**src/rtl/issue_ctrl.sv**
```systemverilog
// issue_ctrl: single-issue sequencer with branch hold, load-use stall and data-memory handshake.
// Optional feature macro ISSUE_MEM_TIMEOUT_EN: aborts MEM_WAIT after MEM_TIMEOUT cycles with a mem_err pulse.
`ifndef MemDoNothing
`define MemDoNothing 3'b000
`endif

module issue_ctrl #(
  parameter int MEM_TIMEOUT = 16,
  parameter int CNT_W       = 32
) (
  input  logic             clk,
  input  logic             rst_n,
  input  logic             dec_valid,
  output logic             dec_ready,
  input  logic [4:0]       dec_rs1,
  input  logic [4:0]       dec_rs2,
  input  logic             dec_rs2_used,
  input  logic [4:0]       dec_rd,
  input  logic             dec_rd_wen,
  input  logic             dec_branch,
  input  logic [2:0]       dec_mem_opcode,
  input  logic             dec_mem_load,
  input  logic             br_done,
  input  logic             br_taken,
  output logic             mem_req,
  output logic [2:0]       mem_op,
  input  logic             mem_ready,
  output logic             mem_err,
  output logic             fetch_en,
  output logic             flush,
  output logic [CNT_W-1:0] stall_cnt
);

  typedef enum logic [1:0] {
    RUN      = 2'd0,
    LDWB     = 2'd1,
    BR_WAIT  = 2'd2,
    MEM_WAIT = 2'd3
  } state_t;

  state_t           state_r, state_nxt_s;
  logic             ld_r, ld_nxt_s;
  logic [4:0]       ld_rd_r, ld_rd_nxt_s;
  logic [2:0]       mem_op_r, mem_op_nxt_s;
  logic             mem_req_r;
  logic             flush_r, flush_nxt_s;
  logic             mem_err_r, mem_err_nxt_s;
  logic [CNT_W-1:0] stall_cnt_r;
  logic             hazard_s, ready_s, issue_s, tmo_hit_s;

`ifdef ISSUE_MEM_TIMEOUT_EN
  logic [7:0] tmo_cnt_r;

  // Timeout count is held at zero outside MEM_WAIT, so it restarts on every entry
  always_ff @(posedge clk or negedge rst_n) begin
    if (!rst_n) begin
      tmo_cnt_r <= 8'd0;
    end else if (state_r == MEM_WAIT) begin
      tmo_cnt_r <= tmo_cnt_r + 8'd1;
    end else begin
      tmo_cnt_r <= 8'd0;
    end
  end

  assign tmo_hit_s = (state_r == MEM_WAIT) && (tmo_cnt_r == 8'(MEM_TIMEOUT - 1));
`else
  assign tmo_hit_s = 1'b0;
`endif

  assign hazard_s = (state_r == LDWB) && (ld_rd_r != 5'd0) &&
                    ((dec_rs1 == ld_rd_r) || (dec_rs2_used && (dec_rs2 == ld_rd_r)));
  assign ready_s  = ((state_r == RUN) || (state_r == LDWB)) && !hazard_s && !flush_r;
  assign issue_s  = dec_valid && ready_s;

  // Next-state and next-register-value logic
  always_comb begin
    state_nxt_s   = state_r;
    ld_nxt_s      = ld_r;
    ld_rd_nxt_s   = ld_rd_r;
    mem_op_nxt_s  = mem_op_r;
    flush_nxt_s   = 1'b0;
    mem_err_nxt_s = 1'b0;
    case (state_r)
      RUN, LDWB: begin
        if (!issue_s) begin
          state_nxt_s = RUN;
          ld_nxt_s    = 1'b0;
          ld_rd_nxt_s = 5'd0;
        end else if (dec_branch) begin
          state_nxt_s = BR_WAIT;
          ld_nxt_s    = 1'b0;
          ld_rd_nxt_s = 5'd0;
        end else if (dec_mem_opcode != `MemDoNothing) begin
          state_nxt_s  = MEM_WAIT;
          mem_op_nxt_s = dec_mem_opcode;
          ld_nxt_s     = dec_mem_load & dec_rd_wen;
          ld_rd_nxt_s  = dec_rd;
        end else begin
          state_nxt_s = RUN;
          ld_nxt_s    = 1'b0;
          ld_rd_nxt_s = 5'd0;
        end
      end
      BR_WAIT: begin
        if (br_done) begin
          state_nxt_s = RUN;
          flush_nxt_s = br_taken;
        end else begin
          state_nxt_s = BR_WAIT;
        end
      end
      MEM_WAIT: begin
        // A completion in the timeout cycle still counts as a normal completion
        if (mem_ready) begin
          mem_op_nxt_s = `MemDoNothing;
          ld_nxt_s     = 1'b0;
          if (ld_r && (ld_rd_r != 5'd0)) begin
            state_nxt_s = LDWB;
          end else begin
            state_nxt_s = RUN;
            ld_rd_nxt_s = 5'd0;
          end
        end else if (tmo_hit_s) begin
          state_nxt_s   = RUN;
          mem_op_nxt_s  = `MemDoNothing;
          ld_nxt_s      = 1'b0;
          ld_rd_nxt_s   = 5'd0;
          mem_err_nxt_s = 1'b1;
        end else begin
          state_nxt_s = MEM_WAIT;
        end
      end
      default: begin
        state_nxt_s  = RUN;
        ld_nxt_s     = 1'b0;
        ld_rd_nxt_s  = 5'd0;
        mem_op_nxt_s = `MemDoNothing;
      end
    endcase
  end

  // State, handshake outputs and saturating stall counter
  always_ff @(posedge clk or negedge rst_n) begin
    if (!rst_n) begin
      state_r     <= RUN;
      ld_r        <= 1'b0;
      ld_rd_r     <= 5'd0;
      mem_op_r    <= `MemDoNothing;
      mem_req_r   <= 1'b0;
      flush_r     <= 1'b0;
      mem_err_r   <= 1'b0;
      stall_cnt_r <= {CNT_W{1'b0}};
    end else begin
      state_r   <= state_nxt_s;
      ld_r      <= ld_nxt_s;
      ld_rd_r   <= ld_rd_nxt_s;
      mem_op_r  <= mem_op_nxt_s;
      mem_req_r <= (state_nxt_s == MEM_WAIT);
      flush_r   <= flush_nxt_s;
      mem_err_r <= mem_err_nxt_s;
      if (dec_valid && !ready_s && (stall_cnt_r != {CNT_W{1'b1}})) begin
        stall_cnt_r <= stall_cnt_r + {{(CNT_W-1){1'b0}}, 1'b1};
      end else begin
        stall_cnt_r <= stall_cnt_r;
      end
    end
  end

  assign dec_ready = ready_s;
  assign fetch_en  = ready_s;
  assign mem_req   = mem_req_r;
  assign mem_op    = mem_op_r;
  assign flush     = flush_r;
  assign mem_err   = mem_err_r;
  assign stall_cnt = stall_cnt_r;

endmodule

```
**config.mk**
```make
export PLATFORM = sky130hd
export DESIGN_NAME = issue_ctrl
export DESIGN_NICKNAME = d
export VERILOG_FILES = /design/src/rtl/issue_ctrl.sv
export SDC_FILE = /design/constraint.sdc
export NUM_CORES = 1
export LEC_CHECK = 0
export CAP_MARGIN = 40
export CORE_ASPECT_RATIO = 1.2
export CORE_MARGIN = 5
export CORE_UTILIZATION = 28
export CTS_CLUSTER_SIZE = 10
export DETAILED_ROUTE_END_ITERATION = 10
export HOLD_SLACK_MARGIN = 0.08
export SYNTH_ARGS = -nofsm -noshare
export SYNTH_HDL_FRONTEND = slang
export SYNTH_SLANG_ARGS = --single-unit
export TNS_END_PERCENT = 10
```
**constraint.sdc**
```tcl
create_clock -name clk -period 2.85 [get_ports clk]
set_input_delay 0.855 -clock clk [delete_from_list [all_inputs] [get_ports clk]]
set_output_delay 0.855 -clock clk [all_outputs]
set_load 0.01 [all_outputs]
```
==> flow_results.xml <==
<?xml version="1.0" encoding="UTF-8"?>
<metrics>
  <group name="final_timing">
    <metric name="fin_crit_sh" unit="">0.969</metric>
    <metric name="grt_setup_unrepaired" unit="">yes</metric>
    <metric name="relSlewSlack" unit="">0.614</metric>
    <metric name="final_hold_violation_tally" unit="">0</metric>
    <metric name="finalCriticalPeriod" unit="ns">2.76</metric>
  </group>
  <group name="synthesis">
    <metric name="netlist_instances" unit="">239</metric>
    <metric name="yosys_warnings" unit="">0</metric>
    <metric name="post-synth-top-count-cell" unit="">sky130_fd_sc_hd__dfrtp_1</metric>
    <metric name="top_area_frac" unit="">0.472</metric>
    <metric name="syn_nets" unit="">268</metric>
    <metric name="synth.top_cells.by_count" unit="">sky130_fd_sc_hd__dfrtp_1 (45), sky130_fd_sc_hd__xnor2_1 (33), sky130_fd_sc_hd__nand3_1 (29)</metric>
    <metric name="synth_chip_area" unit="µm²">2380</metric>
    <metric name="topCellsByArea" unit="">sky130_fd_sc_hd__dfrtp_1 (47%), sky130_fd_sc_hd__xnor2_1 (12%), sky130_fd_sc_hd__nand3_1 (6.1%)</metric>
    <metric name="enable_flop_cells" unit="">0</metric>
    <metric name="ff_type" unit="">sky130_fd_sc_hd__dfrtp_1</metric>
    <metric name="synth.yosys.seq_area_share" unit="">0.472</metric>
  </group>
  <group name="floorplanning">
    <metric name="die-width" unit="µm">94.2</metric>
    <metric name="core_area" unit="µm²">8470</metric>
    <metric name="die_height" unit="µm">111</metric>
    <metric name="num_rows" unit="">37</metric>
    <metric name="floorplan.die_area" unit="µm²">10500</metric>
  </group>
  <group name="power">
    <metric name="power.share.sequential" unit="">0.453</metric>
    <metric name="switching_share" unit="">0.339</metric>
    <metric name="worst_ir_drop_vdd" unit="V">0.000204</metric>
    <metric name="power_report.internal_total" unit="W">0.00116</metric>
    <metric name="total_power_of_the_final_layout" unit="W">0.00176</metric>
  </group>
  <group name="setup_path">
    <metric name="timing_worst_setup_path_type" unit="">input pin to output port</metric>
    <metric name="crit_start" unit="">dec_rs2[2]</metric>
    <metric name="critical-path-max-stage-delay" unit="ns">0.26</metric>
    <metric name="cp_launch_type" unit="">input pin</metric>
    <metric name="rrSetupSlack" unit="ns">0.30</metric>
    <metric name="reg2reg_from" unit="">ld_rd_r[1]$_DFFE_PN0P_</metric>
    <metric name="timing.rr.end" unit="">stall_cnt[8]$_DFFE_PN0P_</metric>
    <metric name="critPathSlowestCell" unit="">sky130_fd_sc_hd__nor4_2</metric>
    <metric name="worst_setup_path_end_kind" unit="">output port</metric>
    <metric name="arr_time_crit_path" unit="ns">1.91</metric>
    <metric name="crit_path_cell_trace" unit="">buf_6 &gt; xor2_2 &gt; nor4_2 &gt; nand3_1 &gt; a21oi_2 &gt; nor3_2 &gt; buf_2</metric>
  </group>
  <group name="routing">
    <metric name="ant_nets" unit="">0</metric>
    <metric name="detail_route.first_pass.iterations" unit="">5</metric>
  </group>
  <group name="final_layout">
    <metric name="seqCellArea" unit="µm²">1130</metric>
    <metric name="drive_above_1_share" unit="">0.171</metric>
    <metric name="layout.cells.most_common" unit="">sky130_fd_sc_hd__clkdlybuf4s50_1</metric>
  </group>
  <group name="cts">
    <metric name="cts_setup_buffers" unit="">5</metric>
    <metric name="cts.repair.resized" unit="">37</metric>
    <metric name="htree_num_levels" unit="">2</metric>
  </group>
  <group name="outcome">
    <metric name="result_of_the_run" unit="">complete, no violations</metric>
  </group>
  <group name="place">
    <metric name="dp_hpwl" unit="mm">4.80</metric>
  </group>
  <group name="global_route">
    <metric name="grt_antenna_before_repair" unit="">0</metric>
  </group>
</metrics>
-- sequential cells by signal, indices dropped and copies added (netlist names) --
name,flops
state_r,2
flush,1
mem_op,3
ld_rd_r,5
stall_cnt,32
mem_req,1
ld_r,1
-- layout make-up --
cell class,count,share of cell area
clock inverters,2,0.00297
inverters,5,0.00557
flip-flops and latches,45,0.334
clock buffers,6,0.0215
repair buffers,83,0.226
multi-input cells,180,0.366
well taps,117,0.0434
-- worst max-delay path, delay by kind of cell --
kind                   cells  cell delay [ns]
XOR/XNOR                   1             0.13
AND/OR/NAND/NOR            3             0.47
AND-OR/OR-AND              1             0.20
buffers and inverters      2             0.25
-- logic make-up (layout without fill, tap and decap cells) --
family	count (synthesis)	count (layout)	share of synthesized area
buffers and inverters	14	96	0.0289
xor gates and xnor gates	41	41	0.151
muxes	4	4	0.0173
AOI/OAI and AO/OA	16	16	0.0598
and+or+nand+nor	117	117	0.264
DFF	45	45	0.472
other	1	1	0.00157
adders and majority gates	1	1	0.00525
-- through the flow --
stage	TNS, ns	hold slack (ns)
final	0	0.490
after global routing	-0.00200	0.518
after CTS	0	0.496
after detailed placement	-2.06	0.484
after global placement	-1.26	0.483
after floorplan	0	0.519
-- power groups by stage --
stage	Combinational, W	Sequential, W	Clock, W
floorplan	0.000278	0.000811	0
global placement	0.000563	0.000802	0
detailed placement	0.000575	0.000804	0
CTS	0.000576	0.000794	0.000412
global route	0.000630	0.000809	0.000435
finish	0.000572	0.000796	0.000388
-- per-layer routing --
metal / up-vias / global-route usage / wire, µm / part of all wire
met5: - / 0 / 0 / 0
met4: 0 / 0.0395 / 99 / 0.016
met3: 7 / 0.0305 / 383 / 0.062
met2: 73 / 0.210 / 3140 / 0.51
met1: 1012 / 0.141 / 2570 / 0.42
li1: 1006 / - / - / -
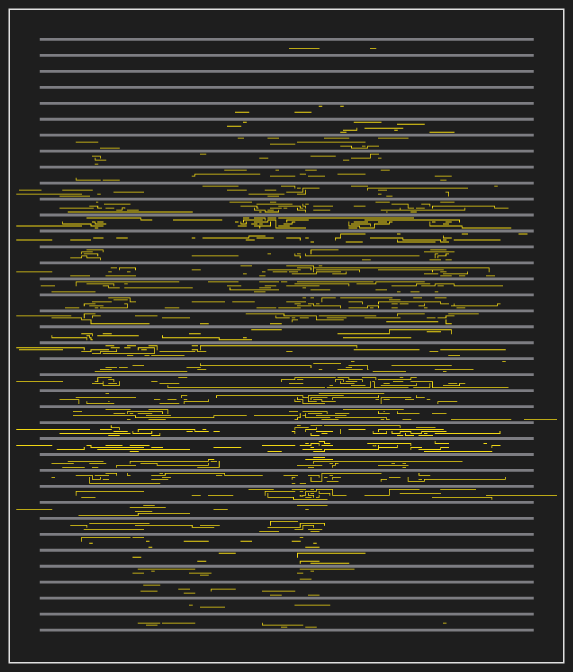
Fig. 1. The metal 1 layer.
Supply wires on this layer in grey.
main direction: horizontal
longest straight run: 29.9 µm
nets with wire on the layer: 299
share of all routed wire: 42%
detailed-route via count: 2,098
wire length reported by the detailed router: 6.19 mm

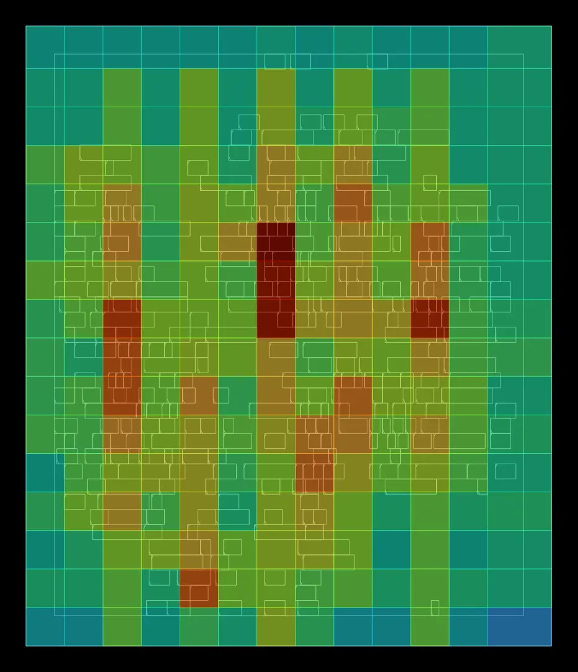
Fig. 2. Congestion heat map.
GR Layer Usage met3: 0.0305
Final Util: 0.398
met1 global-route usage: 0.141
most congested layer reported by global routing: met2
GRT Resource Usage Total: 0.120

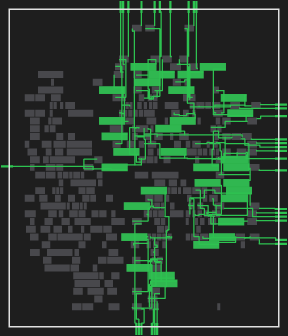
Fig. 3. Nets reached from selected ports.
| port | colour | direction | end cells | wire |
|---|---|---|---|---|
| stall_cnt | green | output | 32 | 1,480 µm |
PortBufs: 66
top-level port count: 68

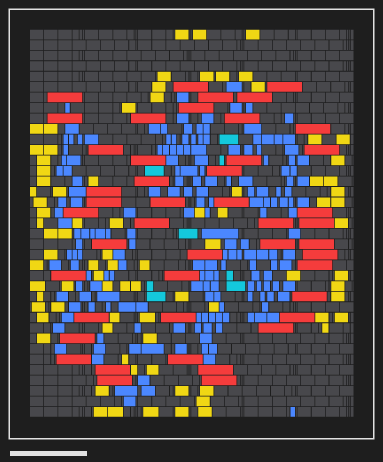
Fig. 4. Placed cells, one colour a class.
Bar = 20 µm. Fill, decap, tap and diode cells in grey.
| class | colour | cells |
|---|---|---|
| clock drivers and dummy loads | cyan | 8 |
| all other logic | blue | 185 |
| flops | red | 45 |
| other buffers and delay cells | yellow | 83 |
fin area: 3370 µm²
flop share of the area: 0.334

No activity file was given, so power comes from the tool's default toggle rates.
